<file path="src/rtl/log_dump_if.sv">
// Log readback bus: memory read port plus the byte stream toward the debug link.
// master = readback engine, slave = log storage / byte transmitter side.
interface log_dump_if #(
    parameter int ADDR_WIDTH  = 8,
    parameter int ENTRY_WIDTH = 76
);
    logic                   mem_rd_en_out;
    logic [ADDR_WIDTH-1:0]  mem_rd_addr_out;
    logic [ENTRY_WIDTH-1:0] mem_rd_data_in;
    logic [7:0]             byte_out;
    logic                   byte_valid_out;
    logic                   byte_ready_in;

    modport master (
        output mem_rd_en_out,
        output mem_rd_addr_out,
        input  mem_rd_data_in,
        output byte_out,
        output byte_valid_out,
        input  byte_ready_in
    );

    modport slave (
        input  mem_rd_en_out,
        input  mem_rd_addr_out,
        output mem_rd_data_in,
        input  byte_out,
        input  byte_valid_out,
        output byte_ready_in
    );
endinterface

</file>
<file path="src/rtl/log_dump.sv">
// Log readback engine: reads the 76-bit log entries one at a time and streams
// each one out as ten bytes, MSB first, over a valid/ready byte interface.
//
// state | meaning
// IDLE  | waiting for dump_start_in
// READ  | one-cycle read strobe at the current address
// WAIT  | read data arrives, loaded into the byte shift register
// SEND  | ten byte handshakes for the current entry
// DONE  | one-cycle completion pulse
module log_dump #(
    parameter int DATA_SIZE  = 32,
    parameter int TAG_SIZE   = 8,
    parameter int ADDR_WIDTH = 8
) (
    input  logic                  clk,
    input  logic                  reset_n,
    input  logic                  dump_start_in,
    input  logic                  abort_in,
    input  logic [ADDR_WIDTH:0]   entry_count_in,
    log_dump_if.master            bus,
    output logic                  busy_out,
    output logic                  done_out,
    output logic [ADDR_WIDTH:0]   entries_sent_out
);
    localparam int ENTRY_WIDTH = 4 + DATA_SIZE + DATA_SIZE + TAG_SIZE;
    localparam int SHIFT_W     = ENTRY_WIDTH + 4;
    localparam int MEM_DEPTH   = 2 ** ADDR_WIDTH;
    localparam logic [ADDR_WIDTH:0] MAX_COUNT = (ADDR_WIDTH + 1)'(MEM_DEPTH);
    localparam logic [3:0] LAST_BYTE = 4'(SHIFT_W / 8 - 1);

    typedef enum logic [2:0] {
        IDLE = 3'd0,
        READ = 3'd1,
        WAIT = 3'd2,
        SEND = 3'd3,
        DONE = 3'd4
    } state_t;

    state_t                 state_q, state_d;
    logic [ADDR_WIDTH-1:0]  addr_q, addr_d;
    logic [ADDR_WIDTH:0]    count_q, count_d;
    logic [ADDR_WIDTH:0]    sent_q, sent_d;
    logic [SHIFT_W-1:0]     shreg_q, shreg_d;
    logic [3:0]             idx_q, idx_d;
    logic                   rd_en_q, rd_en_d;
    logic                   valid_q, valid_d;
    logic                   busy_q, busy_d;
    logic                   done_q, done_d;

    logic                   hs;
    logic [ADDR_WIDTH:0]    sent_inc;

    assign hs       = valid_q && bus.byte_ready_in;
    assign sent_inc = sent_q + 1'b1;

    // Next-state, datapath and registered-output decode.
    always_comb begin
        state_d = state_q;
        addr_d  = addr_q;
        count_d = count_q;
        sent_d  = sent_q;
        shreg_d = shreg_q;
        idx_d   = idx_q;

        unique case (state_q)
            IDLE: begin
                if (dump_start_in) begin
                    sent_d = '0;
                    if (entry_count_in == '0) begin
                        state_d = DONE;
                    end else begin
                        count_d = (entry_count_in > MAX_COUNT) ? MAX_COUNT : entry_count_in;
                        addr_d  = '0;
                        state_d = READ;
                    end
                end
            end
            READ: state_d = WAIT;
            WAIT: begin
                shreg_d = {4'b0000, bus.mem_rd_data_in};
                idx_d   = '0;
                state_d = SEND;
            end
            SEND: begin
                if (hs) begin
                    shreg_d = shreg_q << 8;
                    if (idx_q == LAST_BYTE) begin
                        sent_d = sent_inc;
                        // Address only advances when another read follows, so
                        // a full-depth dump never wraps back to 0.
                        if (sent_inc == count_q) begin
                            state_d = DONE;
                        end else begin
                            addr_d  = addr_q + 1'b1;
                            state_d = READ;
                        end
                    end else begin
                        idx_d = idx_q + 1'b1;
                    end
                end
            end
            DONE: state_d = IDLE;
            default: state_d = IDLE;
        endcase

        // Abort beats a same-cycle handshake: nothing from this cycle is kept.
        if (abort_in && state_q != IDLE) begin
            state_d = IDLE;
            addr_d  = addr_q;
            count_d = count_q;
            sent_d  = sent_q;
            shreg_d = shreg_q;
            idx_d   = idx_q;
        end

        rd_en_d = (state_d == READ);
        valid_d = (state_d == SEND);
        busy_d  = (state_d == READ) || (state_d == WAIT) || (state_d == SEND);
        done_d  = (state_d == DONE);
    end

    // State and output registers.
    always_ff @(posedge clk or negedge reset_n) begin
        if (!reset_n) begin
            state_q <= IDLE;
            addr_q  <= '0;
            count_q <= '0;
            sent_q  <= '0;
            shreg_q <= '0;
            idx_q   <= '0;
            rd_en_q <= 1'b0;
            valid_q <= 1'b0;
            busy_q  <= 1'b0;
            done_q  <= 1'b0;
        end else begin
            state_q <= state_d;
            addr_q  <= addr_d;
            count_q <= count_d;
            sent_q  <= sent_d;
            shreg_q <= shreg_d;
            idx_q   <= idx_d;
            rd_en_q <= rd_en_d;
            valid_q <= valid_d;
            busy_q  <= busy_d;
            done_q  <= done_d;
        end
    end

    assign bus.mem_rd_en_out   = rd_en_q;
    assign bus.mem_rd_addr_out = addr_q;
    assign bus.byte_out        = shreg_q[SHIFT_W-1 -: 8];
    assign bus.byte_valid_out  = valid_q;
    assign busy_out            = busy_q;
    assign done_out            = done_q;
    assign entries_sent_out    = sent_q;
endmodule
</file>
<file path="src/flat_wrapper.sv">
// flat-port wrapper written by rule: the top's interface ports become plain ports
module log_dump_flat 
#(
    parameter int DATA_SIZE  = 32,
    parameter int TAG_SIZE   = 8,
    parameter int ADDR_WIDTH = 8
)
  (clk, reset_n, dump_start_in, abort_in, entry_count_in, busy_out, done_out, entries_sent_out, bus_mem_rd_en_out, bus_mem_rd_addr_out, bus_mem_rd_data_in, bus_byte_out, bus_byte_valid_out, bus_byte_ready_in);
  log_dump_if #(.ADDR_WIDTH(ADDR_WIDTH)) bus_i ();
  input  logic clk;
  input  logic reset_n;
  input  logic dump_start_in;
  input  logic abort_in;
  input  logic [ADDR_WIDTH:0] entry_count_in;
  output logic busy_out;
  output logic done_out;
  output logic [ADDR_WIDTH:0] entries_sent_out;
  output wire logic [$bits(bus_i.mem_rd_en_out)-1:0] bus_mem_rd_en_out;
  output wire logic [$bits(bus_i.mem_rd_addr_out)-1:0] bus_mem_rd_addr_out;
  input wire logic [$bits(bus_i.mem_rd_data_in)-1:0] bus_mem_rd_data_in;
  output wire logic [$bits(bus_i.byte_out)-1:0] bus_byte_out;
  output wire logic [$bits(bus_i.byte_valid_out)-1:0] bus_byte_valid_out;
  input wire logic [$bits(bus_i.byte_ready_in)-1:0] bus_byte_ready_in;
  assign bus_mem_rd_en_out = bus_i.mem_rd_en_out;
  assign bus_mem_rd_addr_out = bus_i.mem_rd_addr_out;
  assign bus_i.mem_rd_data_in = bus_mem_rd_data_in;
  assign bus_byte_out = bus_i.byte_out;
  assign bus_byte_valid_out = bus_i.byte_valid_out;
  assign bus_i.byte_ready_in = bus_byte_ready_in;
  log_dump #(.DATA_SIZE(DATA_SIZE), .TAG_SIZE(TAG_SIZE), .ADDR_WIDTH(ADDR_WIDTH)) u_core (.clk(clk), .reset_n(reset_n), .dump_start_in(dump_start_in), .abort_in(abort_in), .entry_count_in(entry_count_in), .bus(bus_i), .busy_out(busy_out), .done_out(done_out), .entries_sent_out(entries_sent_out));
endmodule
</file>
<file path="config.mk">
export PLATFORM = sky130hd
export DESIGN_NAME = log_dump_flat
export DESIGN_NICKNAME = d
export VERILOG_FILES = /design/src/rtl/log_dump_if.sv /design/src/rtl/log_dump.sv /design/src/flat_wrapper.sv
export SDC_FILE = /design/constraint.sdc
export NUM_CORES = 1
export LEC_CHECK = 0
export ABC_AREA = 1
export CAP_MARGIN = 40
export CORE_ASPECT_RATIO = 0.5
export CORE_UTILIZATION = 35
export CTS_BUF_LIST = sky130_fd_sc_hd__clkbuf_16
export DETAILED_ROUTE_END_ITERATION = 8
export PLACE_DENSITY_LB_ADDON = 0.2
export SYNTH_ARGS = -nofsm -noshare
export SYNTH_HDL_FRONTEND = slang
export SYNTH_SLANG_ARGS = --single-unit
export TNS_END_PERCENT = 10
</file>
<file path="constraint.sdc">
create_clock -name clk -period 2.2 [get_ports clk]
set_input_delay 0.33 -clock clk [delete_from_list [all_inputs] [get_ports clk]]
set_output_delay 0.33 -clock clk [all_outputs]
set_load 0.05 [all_outputs]
</file>
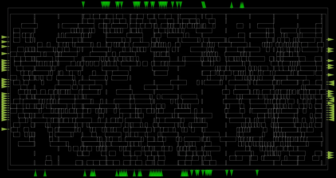
*Placed standard cells*
sequential cell count of the final layout: 117
fraction of the core area covered by cells at the end of the flow: 49.3%

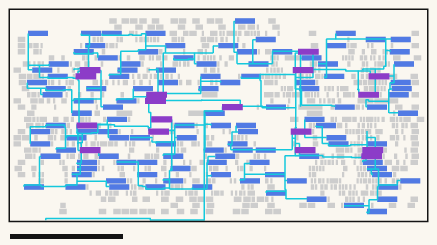
*Clock network drawn from the DEF*
Bar = 50 microns.
[cyan] clock wires | length: 1780 microns
[purple] cells driving clock nets | count: 17
[blue] flip-flops | count: 117
routed clock nets	18
flops lie	widely spread

==> results.md <==
| Stage | Parameter | Reported |
|:---|:---|:---|
| timing | Crit share post-route | 92.4% |
| clock tree | H-tree depth reported by CTS | 4 |
| yosys | Synthesized-area fraction occupied by and/or/nand/nor cells | 18.8% |
| timing | Slew @ Worst Pin | 0.612 ns |
| global route | Number of global-route vias before repair | 4752 |
| yosys | Flip-flop and latch count after synthesis | 117 |
| floorplan | Die X-Extent | 185 microns |
| timing | Worst max-slew margin expressed relative to the limit | 59.2% |
| power | Static power due to leakage | 0.00345 uW |
| finish | Most frequently placed logic cells in the final layout | 167 x nand2_1, 117 x clkdlybuf4s50_1, 117 x dfrtp_1 |
| yosys | Number of distinct library cells after synthesis | 33 |
| global route | Maximum number of pins on one net before global-route repair | 138 |
| global route | Met3 global-route usage | 4.52% |
| setup path | Family with the most delay on the worst path | buffers and inverters |
| finish | Share of layout cells above drive strength 1 | 7.94% |
| yosys | FFs w/ async S/R, synth | 100% |
| yosys | Count of flip-flops with a built-in enable after synthesis | 0 |
| yosys | Chip area line of the yosys report | 0.00583 sq mm |
| timing | Total count of hold-check failures in the final report | 0 |
| timing | Setup repair after global routing missed its margin | false |
| setup path | Category of the worst setup path capture point | output pin |
| yosys | Post-synthesis cell type with the largest instance count | nand2_1 |
| setup path | Critical Path Slowest Stage Cell | clkdlybuf4s50_1 |
| yosys | Ranking of synthesized cells by area | dfrtp_1 50%, nand2_1 11%, o211ai_1 8.2% |
| timing | Number of pins with negative max-slew slack in the final report | 0 |
| yosys | Post-Synthesis Mean Instance Area | 8.25 sq um |
| detailed routing | Remaining antenna violation count | 0 |
| min path | Type of the tightest min-delay check | in2async |
| setup path | Count of buffering cells on the critical path with inverters included | 2 |
| timing | Max Fclk | 0.492 GHz |
| finish | Diodes inserted | 0 |
| power | VDD IR max | 0.000643 V |
| clock tree | Maximum clock path buffer count | 2 |
| global route | Global Route met1 Usage | 25.4% |
| timing | Time the final worst path needs with I/O delays and setup | 2.03 ns |
| clock tree | Root Driver | clkbuf_16 |
| floorplan | Die Height | 93.3 microns |
| status | Status | finished clean |
| yosys | Seq/Total Area, Yosys | 50.2% |
| clock tree | Number of buffers created by CTS | 17 |
| global route | Gr ovfl total | 0 |
| finish | Layout overhead on the synthesized area | 34.1% |
| finish | Post-route non-filler standard cell count | 1052 |
| place | Number of placed instances, taps included | 1020 |
| yosys | Netlist area before placement | 0.00583 sq mm |
| setup path | Critical-path cell list | buf_4, clkdlybuf4s50_1 |
| yosys | Area share of and-or/or-and cells after synthesis | 18.3% |
| global route | Antenna violations before repair | 0 |
| yosys | Dominant combinational cell family by area after synthesis | simple AND/OR/NAND/NOR gates |
| yosys | Mux cell area share | 0% |
| global route | Met2 layer usage reported by global route | 26.0% |
| power | Total power per unit cell area | 1260 mW/mm^2 |
| setup path | Critical path fanouts, max | 6 |
| floorplan | Area of the placeable core | 0.0159 sq mm |
| global route | GRT Resource Usage Total | 17.7% |
| floorplan | # IOs | 119 |
| clock tree | Clock latency of the later-clocked register in the worst-skew pair | 0.41 ns |
| floorplan | Row cnt | 32 |
| timing | Setup violators final | 0 |
| place | Input/output buffers | 118 |
| setup path | Worst Setup Start Kind | flop |
| floorplan | Pre-Place Util | 36.8% |
| detailed routing | Pre-Repair DR Iteration Count | 4 |
| setup path | Maximum cell stage delay along the critical path | 0.80 ns |
| job | Log Warnings | 29 |
| global route | Global-route wire length before repair | 23600 microns |
| timing | Clock skew | 0.0104 ns |
| floorplan | Total die area | 0.0172 sq mm |
| yosys | Number of cells in Yosys stat | 707 |
| timing | Sum of negative setup slack | 0 ns |
| detailed routing | Vias per cell | 4.77 |
| setup path | Critical Setup Path Class | reg2out |
| global route | Most Used Layer, Global Route | met2 |
| detailed routing | 1st-iter DRT viols | 298 |
| yosys | Number of nets at floorplan | 801 |
| detailed routing | Detailed Route WL | 14200 microns |
| yosys | Synthesis warning total | 0 |
| detailed routing | Wire per inst | 13.5 microns |
| detailed routing | DRC violations left | 0 |
| setup path | Arrival time reported for the critical path endpoint | 1.70 ns |
| yosys | Ys flop type | dfrtp_1 |
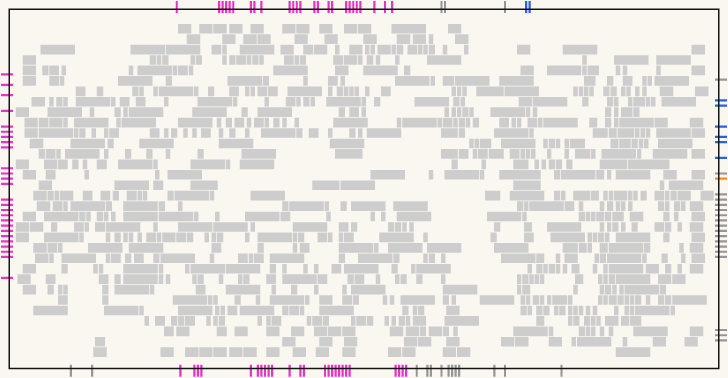
*Ports around the boundary*
Pins as bars across the die edge, other pins in grey.
colour	port	pins	direction	edge
blue	`bus_mem_rd_addr_out`	8	output	6 right, 2 top
magenta	`bus_mem_rd_data_in`	76	input	26 left, 25 top, 25 bottom
orange	`dump_start_in`	1	input	right
all pins by edge	38 bottom, 30 top, 26 left, 25 right

## state kept, by name (all words and copies together) (netlist names)
signal                      count
u_core.shreg_q                 80
u_core.count_q                  9
u_core.entries_sent_out         9
u_core.bus.mem_rd_addr_out      8
u_core.idx_q                    4
u_core.state_q                  3
u_core.bus.byte_valid_out       1
u_core.bus.mem_rd_en_out        1
u_core.busy_out                 1
u_core.done_out                 1
## timing repair
item                                    4_1_cts  5_1_grt
buffers inserted                              0        0
gates resized                                 0        1
endpoints found under the setup margin        0        3
hold endpoints to repair                     41        0
hold buffers                                  1        0
## metal layers
layer  routed length, microns  vias to the layer above
li1                         -                     2531
met1                     7200                     2367
met2                     6200                      114
met3                      724                       11
met4                      118                        0
met5                        0                        -
## cell type report
class | instances | area [sq um]
Timing Repair Buffer | 134 | 1360
Inverter | 112 | 423
Clock inverter | 14 | 121
Fill cell | 1543 | 8030
Tap cell | 221 | 277
Clock buffer | 17 | 425
Multi-Input combinational cell | 437 | 2280
Sequential cell | 117 | 2930
## stage by stage
| stage | hold slack (ns) | worst slack, ns | util (%) | total power, uW | cell area [sq um] |
|---|---|---|---|---|---|
| 2_1_floorplan | 0.0344 | 0.0791 | - | 6100 | 5830 |
| 3_3_place_gp | 0.377 | 0.221 | 45.8 | 7180 | 7260 |
| 3_5_place_dp | 0.388 | 0.199 | 45.8 | 7270 | 7260 |
| 4_1_cts | 0.473 | 0.148 | 49.3 | 9940 | 7820 |
| 5_1_grt | 0.480 | 0.0171 | 49.3 | 10600 | 7820 |
| 6_report | 0.478 | 0.168 | 49.3 | 9820 | 7820 |
## final timing paths
kind,from,end,slack [ns],depth (start not counted)
min,reset_n,u_core.shreg_q[51]$_DFFE_PN0P_,0.48,2
max,u_core.entries_sent_out[0]$_DFFE_PN0P_,entries_sent_out[0],0.17,2
max reg2reg,u_core.entries_sent_out[1]$_DFFE_PN0P_,u_core.bus.mem_rd_addr_out[0]$_DFFE_PN0P_,0.25,14
min in group clk,bus_mem_rd_data_in[0],u_core.shreg_q[0]$_DFFE_PN0P_,0.48,3
min reg2reg,u_core.shreg_q[75]$_DFFE_PN0P_,u_core.shreg_q[75]$_DFFE_PN0P_,0.49,2
max in group asynchronous,reset_n,u_core.bus.mem_rd_addr_out[3]$_DFFE_PN0P_,1.06,3
## worst register-to-register path: cells and delay by family, from the launching register on
family | cells | cell delay [ns]
simple gates | 13 | 1.22
flops | 1 | 0.42
fa+ha+maj | 1 | 0.25
## report_power, final
part | switching [uW] | internal [uW]
Clock | 970 | 1630
Sequential | 320 | 3030
Combinational | 2530 | 1340
Total | 3820 | 6000
## cell families after synthesis
logic type | count (synthesis)
fa+ha+maj | 4
simple gates | 250
xor+xnor | 6
compound gates | 177
buf+inv | 153
flops | 117
Power is estimated from default activity; no workload was simulated.
